M3 wires:
Drawn at 3 px/micron.
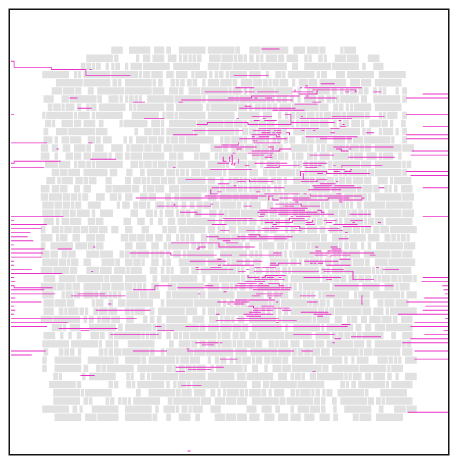
Pin map:
Drawn at 3 px/micron. Pins as bars across the die edge, other pins in grey.
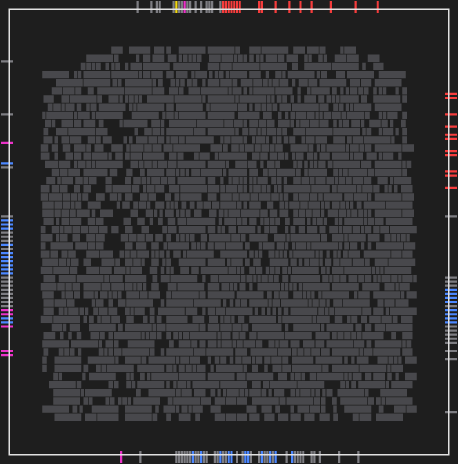
Routing congestion map:
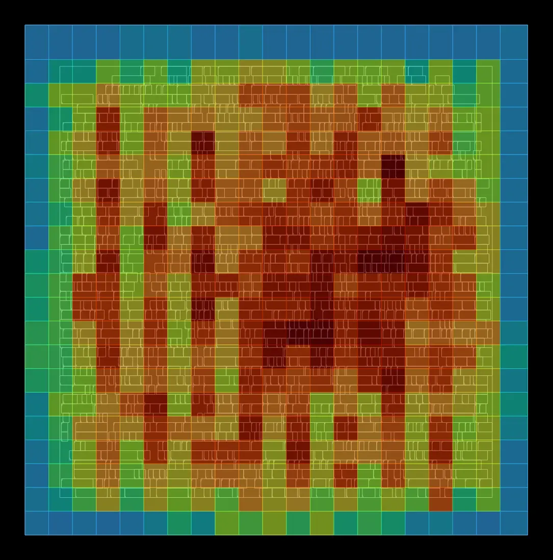
--- config.mk ---
export PLATFORM = sky130hd
export DESIGN_NAME = fp_align_pipe
export DESIGN_NICKNAME = d
export VERILOG_FILES = /design/src/rtl/fp_align_pipe.sv
export SDC_FILE = /design/constraint.sdc
export NUM_CORES = 1
export LEC_CHECK = 0
export ABC_AREA = 1
export CAP_MARGIN = 0
export CORE_AREA = 10 10 136 138
export DETAILED_ROUTE_END_ITERATION = 8
export DIE_AREA = 0 0 146 148
export PLACE_DENSITY = 0.8
export SETUP_SLACK_MARGIN = 0.5
export SLEW_MARGIN = 20
export SYNTH_ARGS = -nofsm -noshare
export SYNTH_HDL_FRONTEND = slang
export SYNTH_SLANG_ARGS = --single-unit
--- constraint.sdc ---
create_clock -name clk -period 2.2 [get_ports clk]
set_clock_uncertainty 0.15 [all_clocks]
set_input_delay 0.44 -clock clk [delete_from_list [all_inputs] [get_ports clk]]
set_output_delay 0.44 -clock clk [all_outputs]
set_load 0.02 [all_outputs]
--- src/rtl/fp_align_pipe.sv ---
`default_nettype none
// ============================================================================
//  Module   : fp_align_pipe
//  Purpose  : Two-stage floating-point operand alignment pipeline. Picks the
//             operand with the larger effective exponent, and right-shifts the
//             other operand's mantissa by the exponent difference. Bits shifted
//             out are folded into a sticky bit.
//  Ports    : clk, rst_n          - clock, async active-low reset
//             in_valid/in_ready   - operand handshake
//             op_a, op_b          - {sign, exponent, fraction} operands
//             out_valid/out_ready - result handshake
//             out_exp             - common (larger effective) exponent
//             out_man_l/out_man_s - larger / aligned smaller mantissa (GRS)
//             out_sign_l/_s       - signs of larger / smaller operand
//             out_swap            - B was the larger operand
//             out_shamt           - applied exponent difference
//             out_special         - an operand has an all-ones exponent
//  Revision : 1.0  initial release
// ============================================================================
module fp_align_pipe #(
  parameter int EXP_W = 8,
  parameter int MAN_W = 23
) (
  input  logic                   clk,
  input  logic                   rst_n,
  input  logic                   in_valid,
  output logic                   in_ready,
  input  logic [EXP_W+MAN_W:0]   op_a,
  input  logic [EXP_W+MAN_W:0]   op_b,
  output logic                   out_valid,
  input  logic                   out_ready,
  output logic [EXP_W-1:0]       out_exp,
  output logic [MAN_W+3:0]       out_man_l,
  output logic [MAN_W+3:0]       out_man_s,
  output logic                   out_sign_l,
  output logic                   out_sign_s,
  output logic                   out_swap,
  output logic [EXP_W-1:0]       out_shamt,
  output logic                   out_special
);

  localparam int          c_w = 1 + EXP_W + MAN_W;
  localparam int          c_m = MAN_W + 4;
  localparam logic [31:0] c_m_u = 32'(c_m);

  // --------------------------------------------------------------------------
  // Handshake: each stage advances when it is empty or its consumer takes data
  // --------------------------------------------------------------------------
  logic r_s1_valid, r_s2_valid;
  logic w_s2_adv, w_s1_adv;

  assign w_s2_adv = !r_s2_valid || out_ready;
  assign w_s1_adv = !r_s1_valid || w_s2_adv;
  assign in_ready = w_s1_adv;

  // --------------------------------------------------------------------------
  // Stage-1 combinational decode and compare
  // --------------------------------------------------------------------------
  logic [EXP_W-1:0] w_exp_a, w_exp_b, w_eff_a, w_eff_b;
  logic [c_m-1:0]   w_man_a, w_man_b;
  logic             w_a_ge, w_special;
  logic [EXP_W-1:0] w_diff;

  assign w_exp_a = op_a[c_w-2:MAN_W];
  assign w_exp_b = op_b[c_w-2:MAN_W];

  // Denormals (exponent field 0) behave as exponent 1 with no hidden bit.
  assign w_eff_a = (w_exp_a == '0) ? EXP_W'(1) : w_exp_a;
  assign w_eff_b = (w_exp_b == '0) ? EXP_W'(1) : w_exp_b;
  assign w_man_a = {|w_exp_a, op_a[MAN_W-1:0], 3'b000};
  assign w_man_b = {|w_exp_b, op_b[MAN_W-1:0], 3'b000};

  assign w_a_ge    = (w_eff_a >= w_eff_b);
  assign w_special = (&w_exp_a) || (&w_exp_b);
  // Inf/NaN operands are passed through unshifted.
  assign w_diff    = w_special ? '0 :
                     (w_a_ge ? (w_eff_a - w_eff_b) : (w_eff_b - w_eff_a));

  logic             r_s1_sign_l, r_s1_sign_s, r_s1_swap, r_s1_special;
  logic [EXP_W-1:0] r_s1_exp, r_s1_shamt;
  logic [c_m-1:0]   r_s1_man_l, r_s1_man_s;

  always_ff @(posedge clk or negedge rst_n) begin
    if (!rst_n) begin
      r_s1_valid   <= 1'b0;
      r_s1_sign_l  <= 1'b0;
      r_s1_sign_s  <= 1'b0;
      r_s1_swap    <= 1'b0;
      r_s1_special <= 1'b0;
      r_s1_exp     <= '0;
      r_s1_shamt   <= '0;
      r_s1_man_l   <= '0;
      r_s1_man_s   <= '0;
    end else if (w_s1_adv) begin
      r_s1_valid <= in_valid;
      if (in_valid) begin
        r_s1_swap    <= !w_a_ge;
        r_s1_special <= w_special;
        r_s1_shamt   <= w_diff;
        r_s1_exp     <= w_a_ge ? w_eff_a : w_eff_b;
        r_s1_sign_l  <= w_a_ge ? op_a[c_w-1] : op_b[c_w-1];
        r_s1_sign_s  <= w_a_ge ? op_b[c_w-1] : op_a[c_w-1];
        r_s1_man_l   <= w_a_ge ? w_man_a : w_man_b;
        r_s1_man_s   <= w_a_ge ? w_man_b : w_man_a;
      end
    end
  end

  // --------------------------------------------------------------------------
  // Stage-2 combinational sticky right shift
  // --------------------------------------------------------------------------
  logic [c_m-1:0] w_shifted, w_mask, w_man_s_sh;
  logic           w_lost, w_big;

  assign w_shifted = r_s1_man_s >> r_s1_shamt;
  assign w_mask    = ~({c_m{1'b1}} << r_s1_shamt);   // bits that fall off
  assign w_lost    = |(r_s1_man_s & w_mask);
  assign w_big     = (32'(r_s1_shamt) >= c_m_u);
  assign w_man_s_sh = w_big ? {{(c_m-1){1'b0}}, |r_s1_man_s}
                            : {w_shifted[c_m-1:1], w_shifted[0] | w_lost};

  logic             r_s2_sign_l, r_s2_sign_s, r_s2_swap, r_s2_special;
  logic [EXP_W-1:0] r_s2_exp, r_s2_shamt;
  logic [c_m-1:0]   r_s2_man_l, r_s2_man_s;

  always_ff @(posedge clk or negedge rst_n) begin
    if (!rst_n) begin
      r_s2_valid   <= 1'b0;
      r_s2_sign_l  <= 1'b0;
      r_s2_sign_s  <= 1'b0;
      r_s2_swap    <= 1'b0;
      r_s2_special <= 1'b0;
      r_s2_exp     <= '0;
      r_s2_shamt   <= '0;
      r_s2_man_l   <= '0;
      r_s2_man_s   <= '0;
    end else if (w_s2_adv) begin
      r_s2_valid <= r_s1_valid;
      if (r_s1_valid) begin
        r_s2_sign_l  <= r_s1_sign_l;
        r_s2_sign_s  <= r_s1_sign_s;
        r_s2_swap    <= r_s1_swap;
        r_s2_special <= r_s1_special;
        r_s2_exp     <= r_s1_exp;
        r_s2_shamt   <= r_s1_shamt;
        r_s2_man_l   <= r_s1_man_l;
        r_s2_man_s   <= w_man_s_sh;
      end
    end
  end

  assign out_valid   = r_s2_valid;
  assign out_exp     = r_s2_exp;
  assign out_man_l   = r_s2_man_l;
  assign out_man_s   = r_s2_man_s;
  assign out_sign_l  = r_s2_sign_l;
  assign out_sign_s  = r_s2_sign_s;
  assign out_swap    = r_s2_swap;
  assign out_shamt   = r_s2_shamt;
  assign out_special = r_s2_special;

endmodule
`default_nettype wire

==> impl_metrics.py <==
# Flow results
metrics = {
    "pwr": {
        "pwr-share-comb_pct": 48.3,
        "power.total_mw": 12.8,
        "seq_power_mw": 3.70,
        "pg_comb_mw": 6.19,
        "pwr.group.clock_mw": 2.92,
        "switching_share_pct": 43.0,
        "power_leakage_nw": 6.11,
    },
    "final_layout": {
        "logic_gates": 795,
        "flop_area_sq_mm": 0.00353,
        "final_cells": 1621,
        "final-nonclk-buf-share_pct": 24.4,
        "finalInstanceArea_sq_mm": 0.0132,
        "antenna_cells": 0,
        "seq_share_pct": 26.8,
        "nNonClkBuffers": 330,
        "final_common_cell": "nand2_1",
        "largest_cell_class": "multi-input combinational cells",
        "nNetsFinal": 1477,
        "drive_gt1_share_pct": 40.5,
        "syn_to_final_growth_pct": 58.2,
        "comb_area_sq_mm": 0.00507,
        "largest_reg_flops": 27,
        "mostFrequentLayoutCells": "nand2_1, dfrtp_1, buf_4, inv_1, o21ai_0",
        "n_clock_buffer": 18,
    },
    "critical_path": {
        "cp_cell_sequence": "buf_8 > nor4_4 > nand4_1 > nand2_2 > inv_2 > ha_4 > inv_2 > fa_2 > nand2_2 > nand2_2 > nand2_2 > nand3_4 > inv_8 > buf_12 > buf_12 > o21ai_2 > o22ai_1",
        "max_stage_delay_ns": 0.30,
        "cp_max_fo": 8,
        "arrival_ns": 2.52,
        "cp-start-kind": "input pin",
        "r2r-start": "r_s1_shamt[6]$_DFFE_PN0P_",
        "worst-setup-path-type": "input pin to flip-flop",
        "crit_cells": 17,
        "reg2reg_slack_ns": 0.12,
        "critPathSlowestCell": "nor4_4",
        "path_buffers": 6,
        "reg2reg_to": "out_man_s[0]$_DFFE_PN0P_",
    },
    "final_timing": {
        "fmax_ghz": 0.422,
        "rsz0062_at_grt": "yes",
        "setup_violations": 63,
        "final_hold_viol_count": 0,
        "setup-tns-final_ns": -5.60,
        "slew_violations": 0,
        "setup_slack_ns": -0.170,
        "holdWs_ns": 0.224,
    },
    "routing": {
        "drt_iter0_markers": 1142,
        "drc": 0,
        "viasPerCell": 5.87,
        "drt.antenna.violating_nets": 0,
    },
    "clocking": {
        "cts-htree-levels": 4,
        "cts_num_sinks": 141,
        "clkTransAtPathRegs_ns": 0.07,
        "clk_latency_ns": 0.43,
    },
    "floorplanning": {
        "fp_util_pct": 53.0,
        "io-pin-count": 144,
        "coreArea_sq_mm": 0.0157,
        "dieArea_sq_mm": 0.0216,
        "die_h_microns": 148,
        "die_w_microns": 146,
        "rows": 46,
    },
    "status": {
        "violations": "negative setup slack",
        "outcome": "finished with violations",
    },
    "min_path": {
        "hp-class": "input pin to flip-flop",
        "holdPathStages": 4,
        "hp-start": "op_b[29]",
    },
    "placement": {
        "gp_congestion": 0.932,
        "dp_hpwl_microns": 20000,
        "portBuffers": 140,
    },
    "global_routing": {
        "grt_usage_pct": 27.5,
        "grt_overflow_total": 0,
        "grt_pass1_vias": 9179,
    },
    "yosys": {
        "largest_area_cell": "dfrtp_1",
        "ys_seq_share_pct": 42.4,
        "simple_gate_share_pct": 24.3,
        "post_synth_inst_count": 1126,
        "muxShareOfSynthArea_pct": 0,
        "aoi_share_pct": 18.9,
        "syn_area_sq_mm": 0.00833,
        "yosysChipArea_sq_mm": 0.00833,
        "topCellsByArea": "dfrtp_1, nand2_1, o21ai_0",
        "edf_count": 0,
        "synth_area_per_cell_sq_um": 7.39,
        "adder_share_pct": 2.73,
    },
    "job": {
        "drv_cap": 0,
    },
}
Notes on 'M3 wires' above:
- main direction: horizontal
- longest straight run: 53.8 microns
- wire length on this layer: 2850 microns
- share of all routed wire: 8.6%
met3 usage: 6.04%
vias: 9510
Post-Route WL: 32900 microns

Notes on 'pin map' above:
- yellow: out_valid (pins 1; direction output; edge north)
- magenta: out_exp (pins 8; direction output; edge 6 west, 1 north, 1 south)
- blue: op_a (pins 32; direction input; edge 13 west, 11 south, 8 east)
- red: out_man_s (pins 27; direction output; edge 16 north, 11 east)
- all pins by edge: 44 south, 35 west, 33 north, 32 east

Notes on 'routing congestion map' above:
Finished Core Util: 83.9%
grt met2 use: 48.1%
GR peak layer: met2

-- cell usage after synthesis, types with 2 or more instances --
cell,number
nand4_1,12
buf_2,20
nand2_2,4
nor2_1,79
buf_6,11
a21oi_1,40
buf_4,12
or2_1,4
o22ai_1,44
inv_2,4
nand2_1,266
o211ai_1,18
inv_1,99
dfrtp_1,141
fa_1,2
nor3_1,2
clkbuf_1,39
a21o_1,2
nand3_1,97
buf_1,6
o21ai_1,55
ha_1,15
o21ai_0,117
xor2_1,8
nor4_1,4
o21a_1,3
xnor2_1,3
-- per-layer routing --
layer / part of all wire, % / track usage, % / vias up
met5: 0 / 0 / -
met4: 5.4 / 11.7 / 0
met3: 8.6 / 6.04 / 170
met2: 50 / 48.1 / 559
met1: 36 / 31.9 / 4490
li1: - / - / 4291
Power is estimated from default activity; no workload was simulated.
